### Clock wiring as the flow saved it, run 1

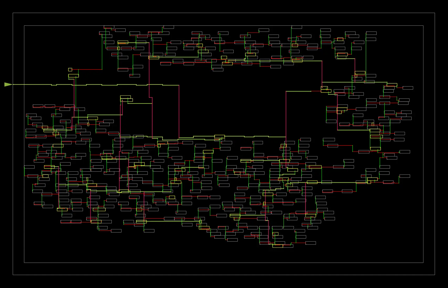
### Met2 routing, run 1

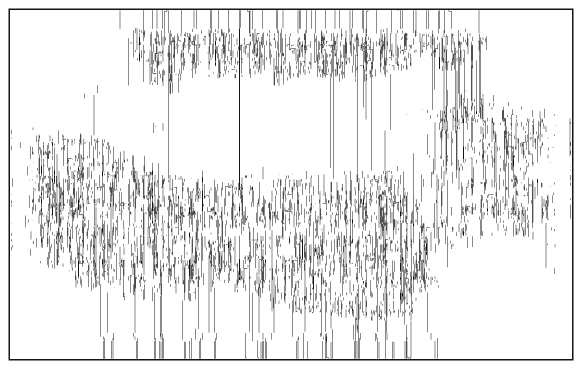
### Cell sizes after repair, run 1

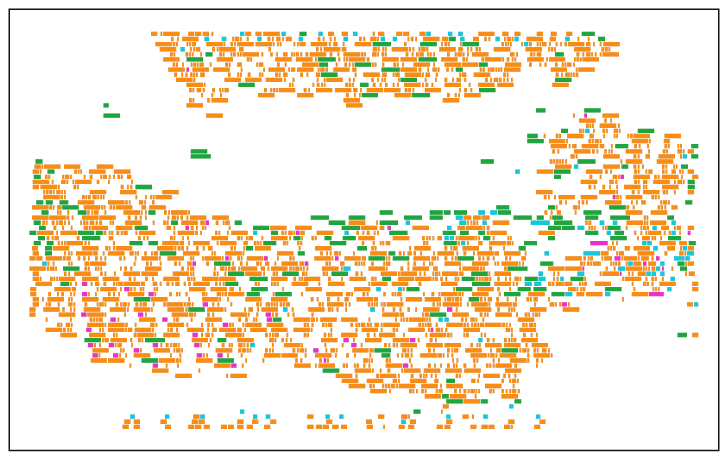
### src/rtl/if_fetch_unit_pkg.sv
// Shared types and constants for the instruction-fetch stage.
// Build option IF_MISALIGN_CHK_EN (off by default) adds a misalign flag to each buffered entry.
package if_fetch_unit_pkg;

  localparam int unsigned XLEN = 32;
  localparam int unsigned ILEN = 32;
  localparam logic [ILEN-1:0] NOP_INST_DEFAULT = 32'h0000_0013;

  // One decode-bound entry: instruction word tagged with the pc it was fetched for
  typedef struct packed {
`ifdef IF_MISALIGN_CHK_EN
    logic            misalign;
`endif
    logic [ILEN-1:0] data;
    logic [XLEN-1:0] pc;
  } fetch_entry_t;

  function automatic logic [XLEN-1:0] word_addr(input logic [XLEN-1:0] pc);
    return {pc[XLEN-1:2], 2'b00};
  endfunction

endpackage

### src/rtl/if_sync_fifo.sv
// Synchronous FIFO with push/pop/clear and occupancy count; DEPTH must be a power of two.
module if_sync_fifo #(
  parameter int unsigned WIDTH = 32,
  parameter int unsigned DEPTH = 4
) (
  input  logic                     clk,
  input  logic                     rst_n,
  input  logic                     push,
  input  logic                     pop,
  input  logic                     clear,
  input  logic [WIDTH-1:0]         wdata,
  output logic [WIDTH-1:0]         rdata,
  output logic [$clog2(DEPTH):0]   count
);

  localparam int unsigned AW = $clog2(DEPTH);
  localparam int unsigned CW = AW + 1;

  logic [WIDTH-1:0] mem [DEPTH];
  logic [AW-1:0]    wr_ptr;
  logic [AW-1:0]    rd_ptr;

  // Storage is reset too so the head reads as zero straight out of reset
  always_ff @(posedge clk or negedge rst_n) begin
    if (!rst_n) begin
      for (int unsigned i = 0; i < DEPTH; i++) mem[i] <= '0;
      wr_ptr <= '0;
      rd_ptr <= '0;
      count  <= '0;
    end else if (clear) begin
      wr_ptr <= '0;
      rd_ptr <= '0;
      count  <= '0;
    end else begin
      if (push) begin
        mem[wr_ptr] <= wdata;
        wr_ptr      <= wr_ptr + AW'(1);
      end
      if (pop) rd_ptr <= rd_ptr + AW'(1);
      count <= count + CW'(push) - CW'(pop);
    end
  end

  assign rdata = mem[rd_ptr];

endmodule

### src/rtl/if_fetch_unit.sv
// Instruction-fetch stage: credit-limited imem requests, in-order response tagging and flush with stale-response drop.
// Build option IF_MISALIGN_CHK_EN: a misaligned pc produces a flagged NOP entry instead of a memory request.
module if_fetch_unit
  import if_fetch_unit_pkg::*;
#(
  parameter int unsigned     DEPTH    = 4,
  parameter logic [ILEN-1:0] NOP_INST = NOP_INST_DEFAULT
) (
  input  logic            clk_if,
  input  logic            rst_n_if,
  input  logic [XLEN-1:0] pc_in,
  output logic            pc_take,
  input  logic            flush,
  output logic            imem_req_valid,
  output logic [XLEN-1:0] imem_req_addr,
  input  logic            imem_req_ready,
  input  logic            imem_rsp_valid,
  input  logic [ILEN-1:0] imem_rsp_data,
  output logic            inst_valid,
  output logic [ILEN-1:0] inst_data,
  output logic [XLEN-1:0] inst_pc,
  input  logic            inst_ready,
  output logic            inst_misalign
);

  localparam int unsigned CW = $clog2(DEPTH) + 1;
  localparam int unsigned SW = CW + 1;
  localparam int unsigned EW = $bits(fetch_entry_t);

  logic [CW-1:0]   fifo_count;
  logic [CW-1:0]   pcq_count;
  logic [CW-1:0]   outstanding;
  logic [CW-1:0]   drop_cnt;
  logic            credit_ok;
  logic            misaligned;
  logic            misalign_nop;
  logic            handshake;
  logic            rsp_keep;
  logic            fifo_push;
  logic            fifo_pop;
  logic [XLEN-1:0] pcq_head;
  fetch_entry_t    fifo_wdata;
  fetch_entry_t    fifo_head;

  // Buffered entries plus in-flight requests never exceed DEPTH, so a response always has a slot
  assign credit_ok = (SW'(fifo_count) + SW'(outstanding)) < SW'(DEPTH);

`ifdef IF_MISALIGN_CHK_EN
  assign misaligned   = pc_in[1:0] != 2'b00;
  // Only inject once the pipe is empty so the NOP stays in program order
  assign misalign_nop = rst_n_if && !flush && credit_ok && misaligned
                        && (drop_cnt == '0) && (outstanding == '0);
`else
  assign misaligned   = 1'b0;
  assign misalign_nop = 1'b0;
`endif

  assign imem_req_valid = rst_n_if && !flush && credit_ok && !misaligned;
  assign imem_req_addr  = word_addr(pc_in);
  assign handshake      = imem_req_valid && imem_req_ready;
  assign pc_take        = handshake || misalign_nop;

  assign rsp_keep  = imem_rsp_valid && (drop_cnt == '0) && !flush;
  assign fifo_push = rsp_keep || misalign_nop;
  assign fifo_pop  = inst_valid && inst_ready;

  always_comb begin
    fifo_wdata      = '0;
    fifo_wdata.data = imem_rsp_data;
    fifo_wdata.pc   = pcq_head;
    if (misalign_nop) begin
      fifo_wdata.data = NOP_INST;
      fifo_wdata.pc   = pc_in;
`ifdef IF_MISALIGN_CHK_EN
      fifo_wdata.misalign = 1'b1;
`endif
    end
  end

  // pc of every live request, popped as its response lands
  if_sync_fifo #(.WIDTH(XLEN), .DEPTH(DEPTH)) u_pc_queue (
    .clk   (clk_if),
    .rst_n (rst_n_if),
    .push  (handshake),
    .pop   (rsp_keep && (pcq_count != '0)),
    .clear (flush),
    .wdata (pc_in),
    .rdata (pcq_head),
    .count (pcq_count)
  );

  if_sync_fifo #(.WIDTH(EW), .DEPTH(DEPTH)) u_inst_fifo (
    .clk   (clk_if),
    .rst_n (rst_n_if),
    .push  (fifo_push),
    .pop   (fifo_pop),
    .clear (flush),
    .wdata (fifo_wdata),
    .rdata (fifo_head),
    .count (fifo_count)
  );

  // drop_cnt counts pre-flush requests whose responses must be swallowed
  always_ff @(posedge clk_if or negedge rst_n_if) begin
    if (!rst_n_if) begin
      outstanding <= '0;
      drop_cnt    <= '0;
    end else begin
      outstanding <= outstanding + CW'(handshake) - CW'(imem_rsp_valid);
      if (flush) begin
        drop_cnt <= outstanding - CW'(imem_rsp_valid);
      end else if (imem_rsp_valid && (drop_cnt != '0)) begin
        drop_cnt <= drop_cnt - CW'(1);
      end
    end
  end

  assign inst_valid = fifo_count != '0;
  assign inst_data  = fifo_head.data;
  assign inst_pc    = fifo_head.pc;
`ifdef IF_MISALIGN_CHK_EN
  assign inst_misalign = fifo_head.misalign;
`else
  assign inst_misalign = 1'b0;
`endif

endmodule

### config.mk
export PLATFORM = sky130hd
export DESIGN_NAME = if_fetch_unit
export DESIGN_NICKNAME = d
export VERILOG_FILES = /design/src/rtl/if_fetch_unit_pkg.sv /design/src/rtl/if_sync_fifo.sv /design/src/rtl/if_fetch_unit.sv
export SDC_FILE = /design/constraint.sdc
export NUM_CORES = 1
export LEC_CHECK = 0
export ABC_AREA = 1
export CORE_ASPECT_RATIO = 0.6
export CORE_MARGIN = 10
export CORE_UTILIZATION = 25
export DETAILED_ROUTE_END_ITERATION = 8
export SLEW_MARGIN = 20
export SYNTH_ARGS = -nofsm -noshare
export SYNTH_HDL_FRONTEND = slang
export SYNTH_HIERARCHICAL = 1
export SYNTH_SLANG_ARGS = --single-unit
### constraint.sdc
create_clock -name clk_if -period 2.2 [get_ports clk_if]
set_input_delay 0.44 -clock clk_if [delete_from_list [all_inputs] [get_ports clk_if]]
set_output_delay 0.44 -clock clk_if [all_outputs]
set_load 0.03 [all_outputs]
==> flow_metrics.tcl, run 1 <==
# yosys + openroad results
set metrics [dict create \
    r2r_slack_ps 140 \
    tightest_slew_ps 764.4 \
    regArea_um2 10110 \
    fp-utilization_pct 25.30 \
    flop_cell "dfrtp_1" \
    grt_overflow 0 \
    grt_usage_pct 11.91 \
    layout-drive-gt1-share_pct 13.39 \
    placed_cells 3332 \
    post_drt_wl_per_cell_um 15.79 \
    criticalPathCategory "reg2out" \
    r2r-end "u_pc_queue/count[1]$_DFF_PN0_" \
    setup_tns_ps -10160 \
    n_fill_cell 7953 \
    numPortBuffers 166 \
    dr.pass1.iters 6 \
    status "finished, violations left" \
    reg2reg_from "drop_cnt[1]$_DFFE_PN0P_" \
    path_clk_slew_ps 60 \
    dp_hpwl_um 31600 \
    ys_seq_share_pct 52.77 \
    die_h_um 234.4 \
    antenna_found_initial 0 \
    top_area_share_pct 52.77 \
    p_per_area_nw_per_um2 1124 \
    cts-root-buf "clkbuf_16" \
    core_area_um2 75730 \
    rsz0062_at_grt "yes" \
    stdcell_count 3450 \
    ant_nets 0 \
    postPlaceCellArea_um2 21840 \
    worst_clock_skew_ps 29.45 \
    syn_area_per_cell_um2 8.470 \
    lay_top_count "nand2_1" \
    final_cell_mix "nand2_1, dfrtp_1, inv_1" \
    topCellsByArea "dfrtp_1, nand2_1, o211ai_1" \
    hold_depth 2 \
    hold_violations 0 \
    hold_start "u_pc_queue/mem[61]$_DFFE_PN0P_" \
    violations "negative setup slack" \
    fmax_mhz 408.8 \
    dieArea_um2 88470 \
    netlist_area_um2 19160 \
    crit_required_ps 1760 \
    cellLeakagePower_nw 12.15 \
    maxSlewViolCount 0 \
    whs_ps 480.9 \
    io_pins 170 \
    startpoint_type "flop" \
    gp_congestion 0.7392 \
    reg2reg_depth 10 \
    yosysWarnings 6 \
    num_rows 78 \
    yosys.area.top_type "dfrtp_1" \
    drt_iter0_markers 1338 \
    layout.area.comb_um2 6845 \
    drcViolationCount 0 \
    critPathMaxFanout 14 \
    grt_pass1_wl_um 84490 \
    synthArstFlopShare_pct 100.0 \
    setup_slack_ps -246.1 \
    edf_count 0 \
    end_kind "output port" \
    ys_ff 404 \
    grt_max_degree 125 \
    fin_crit_sh_pct 111.2 \
    finalCriticalPeriod_ps 2446 \
    diodes 0 \
    warning_count 44 \
    relSlewSlack_pct 49.04 \
    yosysChipArea_um2 19160 \
    tritoncts "done" \
    setup_violations 66 \
    htree_levels 2 \
    power.total_mw 27.45 \
    die_x_um 377.4 \
    drv_cap 0 \
    ir_drop_mv 0.8107 \
    yosysUniqueCellTypes 32 \
    fin_nets 2512 \
    max-clock-path-buffers 3 \
    holdCritPathClass "reg2reg" \
    vias_per_cell 4.360 \
    synth_cells 2262 \
    worstPathArrival_ps 2010 \
    grt_pass1_vias 14360 \
    whs_endpoint "u_pc_queue/mem[61]$_DFFE_PN0P_" \
    ys_cells 2262 \
]
Back to the opening pictures, 'Clock wiring as the flow saved it':
TritonCTS Sinks: 404
Clock buffer cells: 60
P_clk: 7.57 mW
TritonCTS Buffers: 42
clk latency late pin: 600 ps

Back to the opening pictures, 'Met2 routing':
share of all routed wire: 39%
main direction: vertical
nets with wire on the layer: 1852
wire length on this layer: 21.5 mm
routed wire length: 54480 µm
Vias: 15040
met2 GRT Util: 16.74%

Back to the opening pictures, 'Cell sizes after repair':
legend:
  green:
    size: drive 6 and up
    cells: 178
    most_used: buf_6
  orange:
    size: drive 1 or less
    cells: 2122
    most_used: nand2_1
  cyan:
    size: drive 3 to 4
    cells: 94
    most_used: buf_4
  magenta:
    size: drive 2
    cells: 56
    most_used: o21ai_2
Syn-to-layout area delta: 27.52%
final worst slack: -246.1 ps
Finished Cell Area: 24430 µm²
Plain + repair buffers: 286

-- run 1: timing repair --
| action | 4_1_cts | 5_1_grt |
|---|---|---|
| hold buffers | 1 | 0 |
| setup buffers | 11 | 9 |
| endpoints found under the hold margin | 35 | 0 |
| cloned | 14 | 9 |
| setup endpoints to repair | 66 | 69 |
| pin swaps | 33 | 43 |
| gates resized | 103 | 36 |
-- run 1: worst max path at each step --
stage	start	endpoint
6_report	u_inst_fifo/rd_ptr[0]$_DFFE_PN0P_	inst_pc[21]
4_1_cts	u_inst_fifo/rd_ptr[0]$_DFFE_PN0P_	inst_pc[23]
3_5_place_dp	flush	u_pc_queue/count[2]$_DFF_PN0_
5_1_grt	u_inst_fifo/rd_ptr[0]$_DFFE_PN0P_	inst_pc[21]
3_3_place_gp	flush	u_pc_queue/count[2]$_DFF_PN0_
2_1_floorplan	u_inst_fifo/count[1]$_DFF_PN0_	u_pc_queue/mem[115]$_DFFE_PN0P_
-- run 1: synth_stat cells, types with 2 or more instances --
master	instances
nand2_1	706
dfrtp_1	404
inv_1	324
o21ai_0	261
o211ai_1	192
o21ai_1	101
buf_2	75
buf_4	36
o21ai_2	32
clkbuf_1	25
buf_6	22
ha_1	20
clkbuf_2	14
nor2_1	14
nand2_4	5
nand3_1	5
a21oi_1	4
buf_1	3
fa_1	3
inv_2	2
nor2_4	2
nor3_1	2
-- run 1: area by class of cell --
| cell class | count | area share, % |
|---|---|---|
| clock buffers | 60 | 5.111 |
| repair buffers | 286 | 14.27 |
| well taps | 1000 | 5.121 |
| repair inverters | 1 | 0.04609 |
| clock inverters | 15 | 0.8758 |
| inverters | 327 | 5.152 |
| flip-flops and latches | 404 | 41.40 |
| multi-input cells | 1357 | 28.02 |
-- run 1: layer usage --
layer,vias to the layer above,global-route usage (%),wire [µm]
met5,-,0,0
met4,0,2.279,722
met3,52,3.125,3974
met2,341,16.74,21490
met1,7109,18.06,28290
li1,7540,-,-
-- run 1: report_power, final --
part	total [mW]	leakage (nW)	switching, mW	internal [mW]
sequential	9.21	5.52	0.621	8.58
combinational	10.7	5.91	6.39	4.29
clock	7.57	0.719	3.23	4.35
-- run 1: critical path, cell delays in order, from the launching register on --
cell,delay (ps)
dfrtp_2,470
inv_16,70
buf_16,160
buf_12,150
o211ai_1,240
nand2_2,150
buf_6,170
-- run 1: cells by family after synthesis --
family | share of synthesized area [%]
flops | 52.77
compound gates | 18.59
buf+inv | 12.06
xor+xnor | 0.09145
other cells | 0.01957
simple gates | 14.86
fa+ha+maj | 1.620
-- run 1: stage by stage --
step	utilization, %	setup slack [ps]
6_report	32.26	-246.1
5_1_grt	32.26	-330.5
4_1_cts	31.78	-288.5
3_5_place_dp	28.83	-235.9
3_3_place_gp	28.83	-255.8
2_1_floorplan	-	-4.456
-- run 1: state kept, by name (all words and copies together), names as in the netlist, 3 cells and up --
signal and flops:
u_inst_fifo/count 3, u_pc_queue/mem 128, u_pc_queue/count 3, outstanding 3, u_inst_fifo/mem 256, drop_cnt 3
## Run 2: what changed since run 1
--- a/config.mk
+++ b/config.mk
@@ -7,7 +7,7 @@
 export LEC_CHECK = 0
 export ABC_AREA = 1
 export CORE_ASPECT_RATIO = 0.6
-export CORE_MARGIN = 10
+export CORE_MARGIN = 2
 export CORE_UTILIZATION = 25
 export DETAILED_ROUTE_END_ITERATION = 8
 export SLEW_MARGIN = 20
### Cell sizes after repair, run 2

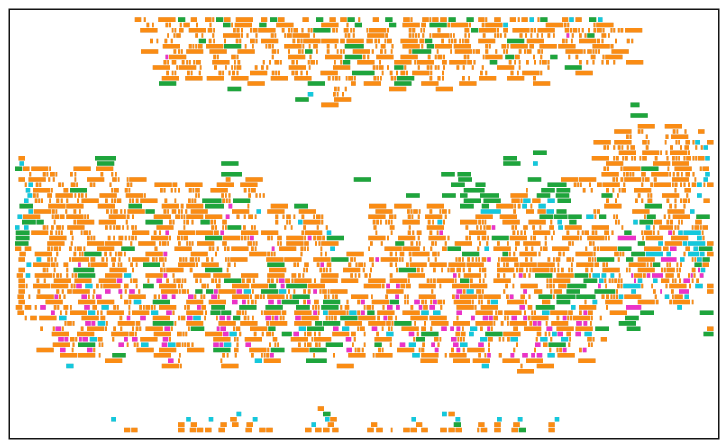
legend:
  green:
    size: drive 6 and up
    cells: 190
    most_used: clkbuf_16
  orange:
    size: drive 1 or less
    cells: 1988
    most_used: nand2_1
  cyan:
    size: drive 3 to 4
    cells: 126
    most_used: buf_4
  magenta:
    size: drive 2
    cells: 152
    most_used: nand2_2
final worst slack: -267.8 ps
Syn-to-layout area delta: 32.07%
Plain + repair buffers: 290
Finished Cell Area: 25300 µm²

### Cells coloured by class, run 2

Scale bar: 100 µm. Fill, decap, tap and diode cells in grey.
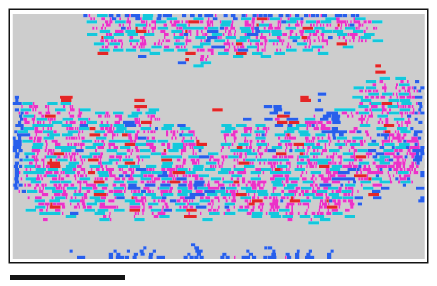
legend:
  red:
    class: clock drivers and dummy loads
    cells: 78
    share_of_their_area: 6.5%
  blue:
    class: other buffers and delay cells
    cells: 290
    share_of_their_area: 15%
  cyan:
    class: flops
    cells: 404
    share_of_their_area: 42%
  magenta:
    class: all other logic
    cells: 1684
    share_of_their_area: 36%
final design utilization: 33.41%
Core Box Area: 75730 µm²
Rows: 78

### Clock wiring as the flow saved it, run 2

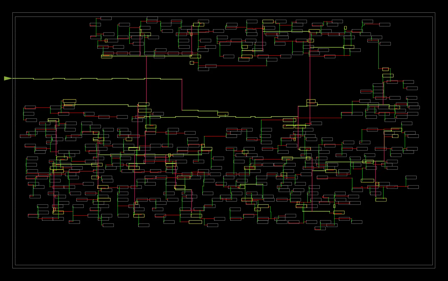
clk_skew: 30.71 ps
clk latency late pin: 580 ps
P_clk: 8.00 mW

==> flow_metrics.tcl, run 2 <==
# yosys + openroad results
set metrics [dict create \
    critical_path.top_delay_family "buffers and inverters" \
    top_layer "met4" \
    yosysWarnings 6 \
    finalCriticalPeriod_ps 2468 \
    p_per_area_nw_per_um2 1103 \
    warning_count 42 \
    yosys.area.top_type "dfrtp_1" \
    yosysMostFrequentCell "nand2_1" \
    cp_num_buf_inv 4 \
    die_x_um 361.4 \
    fin_nets 2515 \
    netlist_area_um2 19160 \
    cts-root-buf "clkbuf_16" \
    ys_cells 2262 \
    crit_required_ps 1760 \
    grt_overflow 0 \
    numPortBuffers 166 \
    holdCritPathClass "in2async" \
    htree_levels 2 \
    dr_wl_met3_um 3714 \
    startpoint "u_inst_fifo/rd_ptr[0]$_DFFE_PN0P_" \
    place_ws_ps -279.6 \
    drt_iter0_markers 1355 \
    fin_crit_sh_pct 112.2 \
    edf_count 0 \
    top_area_share_pct 52.77 \
    vias 15570 \
    drt-total-wl_um 55860 \
    status "finished, violations left" \
    startpoint_type "flop" \
    ys_seq_share_pct 52.77 \
    final_cell_mix "nand2_1, dfrtp_1, inv_1" \
    criticalPathCategory "reg2out" \
    yosysUniqueCellTypes 32 \
    clock-sinks 404 \
    violations "negative setup slack" \
    lay_top_count "nand2_1" \
    reg2reg_from "outstanding[1]$_DFF_PN0_" \
    ys_ff 404 \
    yosysChipArea_um2 19160 \
    fmax_mhz 405.2 \
    worstPathArrival_ps 2030 \
    fp-utilization_pct 25.30 \
    syn_area_per_cell_um2 8.470 \
    regMostFlops "u_inst_fifo/mem" \
    wl_met2_um 22340 \
    grt_usage_pct 12.30 \
    drcViolationCount 0 \
    die_h_um 218.4 \
    top_regs "u_inst_fifo/mem x256, u_pc_queue/mem x128" \
    tightest_slew_ps 837.6 \
    hold_violations 0 \
    synthArstFlopShare_pct 100.0 \
    cellLeakagePower_nw 12.36 \
    end_kind "output port" \
    relSlewSlack_pct 44.16 \
    max-clock-path-buffers 3 \
    tritoncts "done" \
    post_drt_wl_per_cell_um 16.16 \
    diodes 0 \
    cts_buffers 42 \
    setup_violations 65 \
    layout-drive-gt1-share_pct 19.06 \
    ant_nets 0 \
    synth_cells 2262 \
    setup_slack_ps -267.8 \
    crit_top_cell "buf_12" \
    dieArea_um2 78940 \
    maxSlewViolCount 0 \
    crit_slowest_cell "dfrtp_2" \
    crit_chain "clkinv_8 -> buf_12 -> buf_12 -> o211ai_1 -> nand2_1 -> buf_4" \
    dr.pass1.iters 5 \
    antenna_found_initial 0 \
    topCellsByArea "dfrtp_1, nand2_1, o211ai_1" \
    wl_met1_um 29110 \
    rsz0062_at_grt "yes" \
    vias_per_cell 4.504 \
    gp_congestion 0.7449 \
    grt_pass1_wl_um 78090 \
    postPlaceCellArea_um2 22080 \
    flop_cell "dfrtp_1" \
    io_pins 170 \
    netlist_top_cells_count "nand2_1, dfrtp_1, inv_1, o21ai_0, o211ai_1" \
    drv_cap 0 \
    path_clk_slew_ps 60 \
    ir_drop_mv 0.8664 \
    grt_pass1_vias 13910 \
    grt_max_degree 130 \
    critPathMaxFanout 35 \
    largest_reg_flops 256 \
    dp_hpwl_um 30290 \
    crit_path_max_incr_delay_ps 450 \
]
[run 2: cell counts after synthesis]
No cell type changed its count.
[run 2: per-stage QoR]
step | instances | power (mW) | hold WS (ps) | TNS (ps)
after floorplan | 2264 | 14.95 | 144.4 | -35.42
after global placement | 3335 | 18.89 | 243.5 | -27260
after detailed placement | 3335 | 19.00 | 242.4 | -30030
after CTS | 3425 | 27.59 | 215.9 | -11020
after global routing | 3456 | 29.68 | 227.1 | -20370
final | 3456 | 27.90 | 252.1 | -9199
[run 2: area by class of cell]
| class | count | area, µm² |
|---|---|---|
| Inverter | 327 | 1251 |
| Timing Repair Buffer | 290 | 3669 |
| Tap cell | 1000 | 1251 |
| Sequential cell | 404 | 10110 |
| Multi-Input combinational cell | 1357 | 7466 |
| Fill cell | 7780 | 50430 |
| Clock inverter | 21 | 344.1 |
| Clock buffer | 57 | 1207 |
[run 2: repair_timing]
action,CTS,global route
endpoints found under the hold margin,47,0
pin swaps,18,32
setup buffers,7,5
gates cloned,4,26
hold buffers,1,0
resized,54,214
setup endpoints to repair,67,198
[run 2: kinds of logic after synthesis]
| family | Yosys count | share of synthesized area [%] |
|---|---|---|
| adder cells (fa/ha/maj) | 23 | 1.620 |
| AND/OR/NAND/NOR | 738 | 14.86 |
| XOR/XNOR | 2 | 0.09145 |
| other | 1 | 0.01957 |
| buffers and inverters | 503 | 12.06 |
| AND-OR/OR-AND | 591 | 18.59 |
| flip-flops | 404 | 52.77 |
[run 2: routing by layer]
metal,global-route usage (%),vias up
li1,-,7537
met4,2.069,0
met5,0,-
met1,19.02,7549
met2,17.88,423
met3,2.184,57
[run 2: final timing paths]
check | to | slack, ps | depth (start not counted)
worst max register to register | u_pc_queue/mem[5]$_DFFE_PN0P_ | 10 | 12
worst min register to register | u_inst_fifo/mem[233]$_DFFE_PN0P_ | 480 | 2
worst min-delay path | drop_cnt[1]$_DFFE_PN0P_ | 250 | 2
max in group asynchronous | u_inst_fifo/mem[36]$_DFFE_PN0P_ | 960 | 3
min in group clk_if | u_inst_fifo/mem[233]$_DFFE_PN0P_ | 480 | 2
worst max-delay path | inst_pc[20] | -270 | 6
[run 2: power breakdown]
part	total [mW]	switching, mW	internal, mW
Combinational	10.6	6.19	4.39
Sequential	9.32	0.729	8.59
Clock	8.00	3.27	4.73
No activity file was given, so power comes from the tool's default toggle rates.
